==> src/rtl/dff_reg_arbiter.sv <==
// -----------------------------------------------------------------------------
// dff_reg_arbiter
//
// Two requesters share one WIDTH-bit register. A three-state FSM (IDLE, OWN0,
// OWN1) grants ownership to one requester at a time. While the owner keeps
// requesting, its data is written into the register on every rising edge.
//
// Ties are broken by a one-bit pointer, "last", which records the requester
// that was granted most recently. The requester that is not "last" wins a tie.
//
// A hold counter limits how long one owner can keep the register while the
// other requester waits. After MAX_HOLD writes with a competitor present,
// ownership is forced over. On a handover, whether voluntary or forced, the
// new owner is granted on the same edge, so there is no idle cycle between
// owners.
//
// Parameters
//   WIDTH     width of the shared register and of both data inputs
//   MAX_HOLD  maximum number of consecutive owned cycles while the other
//             requester waits (legal range 2..15)
//
// Ports
//   clk       rising-edge clock
//   reset_n   asynchronous, active-low reset
//   req0/1    ownership requests
//   d0/d1     write data; only the current owner's data is used
//   gnt0/1    registered ownership indication (mutually exclusive)
//   q         registered shared-register contents
// -----------------------------------------------------------------------------
module dff_reg_arbiter #(
  parameter int WIDTH    = 8,
  parameter int MAX_HOLD = 4
) (
  input  logic             clk,
  input  logic             reset_n,
  input  logic             req0,
  input  logic             req1,
  input  logic [WIDTH-1:0] d0,
  input  logic [WIDTH-1:0] d1,
  output logic             gnt0,
  output logic             gnt1,
  output logic [WIDTH-1:0] q
);

  localparam logic [1:0] IDLE = 2'd0;
  localparam logic [1:0] OWN0 = 2'd1;
  localparam logic [1:0] OWN1 = 2'd2;

  // Saturation value of the hold counter; reaching it with a competitor
  // waiting triggers the forced handover.
  localparam logic [3:0] HOLD_SAT = 4'(MAX_HOLD - 1);

  logic [1:0]       state, state_next;
  logic [3:0]       cnt, cnt_next;
  logic             last, last_next;
  logic [WIDTH-1:0] q_next;

  // These describe the current owner and its competitor, so that one piece
  // of OWN logic serves both OWN states.
  logic             own_req, oth_req;
  logic [WIDTH-1:0] own_d;
  logic [1:0]       oth_state;
  logic             oth_id;

  always_comb begin
    own_req   = (state == OWN1) ? req1 : req0;
    oth_req   = (state == OWN1) ? req0 : req1;
    own_d     = (state == OWN1) ? d1   : d0;
    oth_state = (state == OWN1) ? OWN0 : OWN1;
    oth_id    = (state == OWN0);
  end

  always_comb begin
    // NOTE: every output of this block gets a default first, so no path
    // leaves a signal unassigned and no latch is inferred.
    state_next = state;
    cnt_next   = cnt;
    last_next  = last;
    q_next     = q;

    case (state)
      IDLE: begin
        // The register is never written while idle. A tie goes to the
        // requester that was not granted most recently.
        if (req0 && (!req1 || last)) begin
          state_next = OWN0;
          last_next  = 1'b0;
          cnt_next   = '0;
        end else if (req1) begin
          state_next = OWN1;
          last_next  = 1'b1;
          cnt_next   = '0;
        end
      end

      OWN0, OWN1: begin
        if (own_req) begin
          q_next = own_d;
          if (oth_req && (cnt == HOLD_SAT)) begin
            // Forced handover. The owner still gets this final write.
            state_next = oth_state;
            last_next  = oth_id;
            cnt_next   = '0;
          end else if (cnt != HOLD_SAT) begin
            cnt_next = cnt + 4'd1;
          end
        end else if (oth_req) begin
          // Voluntary release straight to the waiting requester.
          state_next = oth_state;
          last_next  = oth_id;
          cnt_next   = '0;
        end else begin
          state_next = IDLE;
          cnt_next   = '0;
        end
      end

      default: begin
        state_next = IDLE;
        cnt_next   = '0;
      end
    endcase
  end

  // NOTE: state is updated with non-blocking assignments only. The reset is
  // asynchronous, so outputs clear as soon as reset_n falls, without waiting
  // for a clock edge.
  always_ff @(posedge clk or negedge reset_n) begin
    if (!reset_n) begin
      state <= IDLE;
      cnt   <= '0;
      last  <= 1'b1;
      q     <= '0;
      gnt0  <= 1'b0;
      gnt1  <= 1'b0;
    end else begin
      state <= state_next;
      cnt   <= cnt_next;
      last  <= last_next;
      q     <= q_next;
      gnt0  <= (state_next == OWN0);
      gnt1  <= (state_next == OWN1);
    end
  end

endmodule

==> config.mk <==
export PLATFORM = sky130hd
export DESIGN_NAME = dff_reg_arbiter
export DESIGN_NICKNAME = d
export VERILOG_FILES = /design/src/rtl/dff_reg_arbiter.sv
export SDC_FILE = /design/constraint.sdc
export NUM_CORES = 1
export LEC_CHECK = 0
export ABC_AREA = 0
export CAP_MARGIN = 10
export CELL_PAD_IN_SITES_DETAIL_PLACEMENT = 1
export CELL_PAD_IN_SITES_GLOBAL_PLACEMENT = 1
export CORE_ASPECT_RATIO = 1.5
export CORE_MARGIN = 3
export CORE_UTILIZATION = 39
export CTS_BUF_LIST = sky130_fd_sc_hd__clkbuf_4 sky130_fd_sc_hd__clkbuf_8
export CTS_CLUSTER_SIZE = 16
export DETAILED_ROUTE_END_ITERATION = 16
export GPL_TIMING_DRIVEN = 0
export PLACE_DENSITY_LB_ADDON = 0.15
export SYNTH_ARGS = -nofsm -noshare
export SYNTH_HDL_FRONTEND = slang
export SYNTH_SLANG_ARGS = --single-unit
==> constraint.sdc <==
create_clock -name clk -period 5.2 [get_ports clk]
set_input_delay 0.52 -clock clk [delete_from_list [all_inputs] [get_ports clk]]
set_output_delay 0.52 -clock clk [all_outputs]
set_load 0.02 [all_outputs]
==> reports/qor.yml <==
postRouteAntennaNets: 0
p_per_area_nw_per_um2: 539
buffers: 35
critical_path.top_delay_family: "multiplexers"
fp.dieH_um: 69.0
rsz0062_at_grt: "false"
gp_congestion: 0.789
tightest_slew_ns: 0.768
layout.nonclk_buf_frac: 0.233
hold_viol_final: 0
fp-utilization: 0.417
clockRootBuffer: "clkbuf_4"
grt_pass1_vias: 1045
crit_path_end_kind: "flip-flop"
firstDrtPassIters: 3
synth.largest_area_cell: "dfrtp_1"
vias: 918
drc: 0
grt_max_degree: 18
finClkSkew_ns: 0.00134
combPwrFrac: 0.598
finalSetupTns_ns: 0
grt_usage: 0.184
clock.latency.late_pin_ns: 0.28
ir_drop_mv: 0.255
compound_area_frac: 0.173
async_flop_share: 1.00
avgSynthCellArea_um2: 9.57
crit_path_start_kind: "flip-flop"
ys_seq_frac: 0.413
io_buffers: 28
num-nonclk-inverters: 4
status: "completed"
synth-cells-yosys: 108
synth_flops: 17
cts_post_setup_buffers_inserted: 0
vias_per_cell: 5.60
==> sequential cells by signal, summed over array words and instances (netlist names) <==
register  flops
gnt0          1
state         2
gnt1          1
q             8
last          1
cnt           4
==> cells in the final DEF (no fill, tap or decap), types with 2 or more instances in the layout <==
| cell | Yosys | layout |
|---|---|---|
| a21oi_1 | 4 | 4 |
| buf_2 | 4 | 4 |
| clkbuf_4 | 1 | 5 |
| clkdlybuf4s50_1 | 0 | 28 |
| dfrtp_1 | 16 | 16 |
| ha_1 | 5 | 5 |
| inv_1 | 4 | 4 |
| mux2i_1 | 9 | 9 |
| nand2_1 | 15 | 15 |
| nand3_1 | 4 | 4 |
| nand3b_1 | 2 | 2 |
| nor2_1 | 9 | 9 |
| nor3b_2 | 2 | 2 |
| o21ai_0 | 11 | 11 |
| o2bb2ai_1 | 2 | 2 |
==> through the flow <==
step	setup WS (ns)	hold WS, ns	cell area [µm²]	utilization	instances
after floorplan	3.51	0.224	1030	-	108
after global placement	3.08	0.462	1340	0.542	160
after detailed placement	3.00	0.478	1340	0.542	160
after CTS	3.23	0.503	1370	0.555	164
after global routing	3.05	0.522	1370	0.555	164
final	3.24	0.496	1370	0.555	164
==> power by group through the flow <==
stage               registers (mW)  clock network (mW)  logic (mW)
floorplan                    0.262                   0       0.253
global placement             0.224                   0       0.432
detailed placement           0.227                   0       0.450
CTS                          0.226              0.0772       0.452
global route                 0.233              0.0859       0.492
finish                       0.224              0.0732       0.443
==> metal layers <==
layer | vias to the layer above | share of wire | track usage
met4 | 0 | 0.015 | 0.0629
met3 | 4 | 0.035 | 0.0339
li1 | 446 | - | -
met1 | 445 | 0.40 | 0.220
met2 | 23 | 0.54 | 0.309
met5 | - | 0 | 0
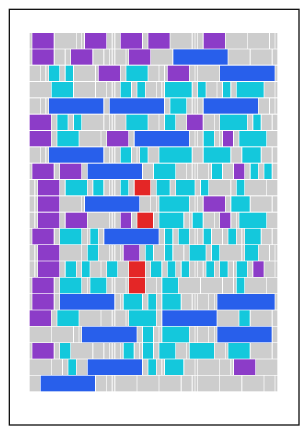
*Placement by cell class*
Scale: 6 px per µm. Fill, decap, tap and diode cells in gray.
color	class	cells	share of their area
red	clock drivers and dummy loads	4	2.2%
cyan	remaining logic cells	84	42%
blue	registers	17	32%
purple	remaining buffers and delay cells	35	24%

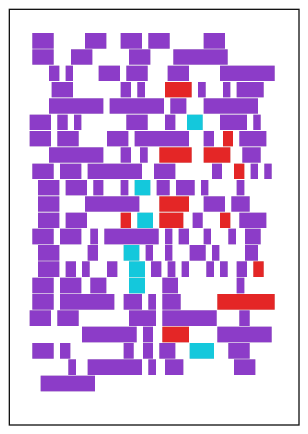
*Drive-strength map*
Scale: 6 px per µm.
color	size	cells	most used
red	x2	12	buf_2
cyan	x3 and x4	7	clkbuf_4
purple	x1 and smaller	121	clkdlybuf4s50_1
synth-to-layout area growth: 32.9%
setup ws final: 3.24 ns

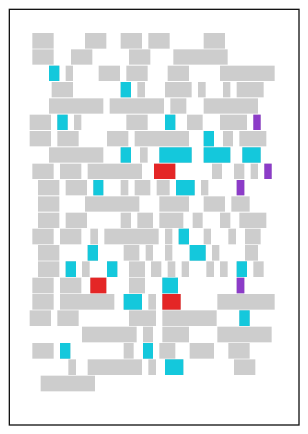
*Selected gate families*
Scale: 6 px per µm.
color	family	cells
cyan	aoi and oai cells	23
red	non-inverting ao/oa cells	3
purple	inv cells	4

Power figures rest on the tool's default switching activity, not on a simulated workload.
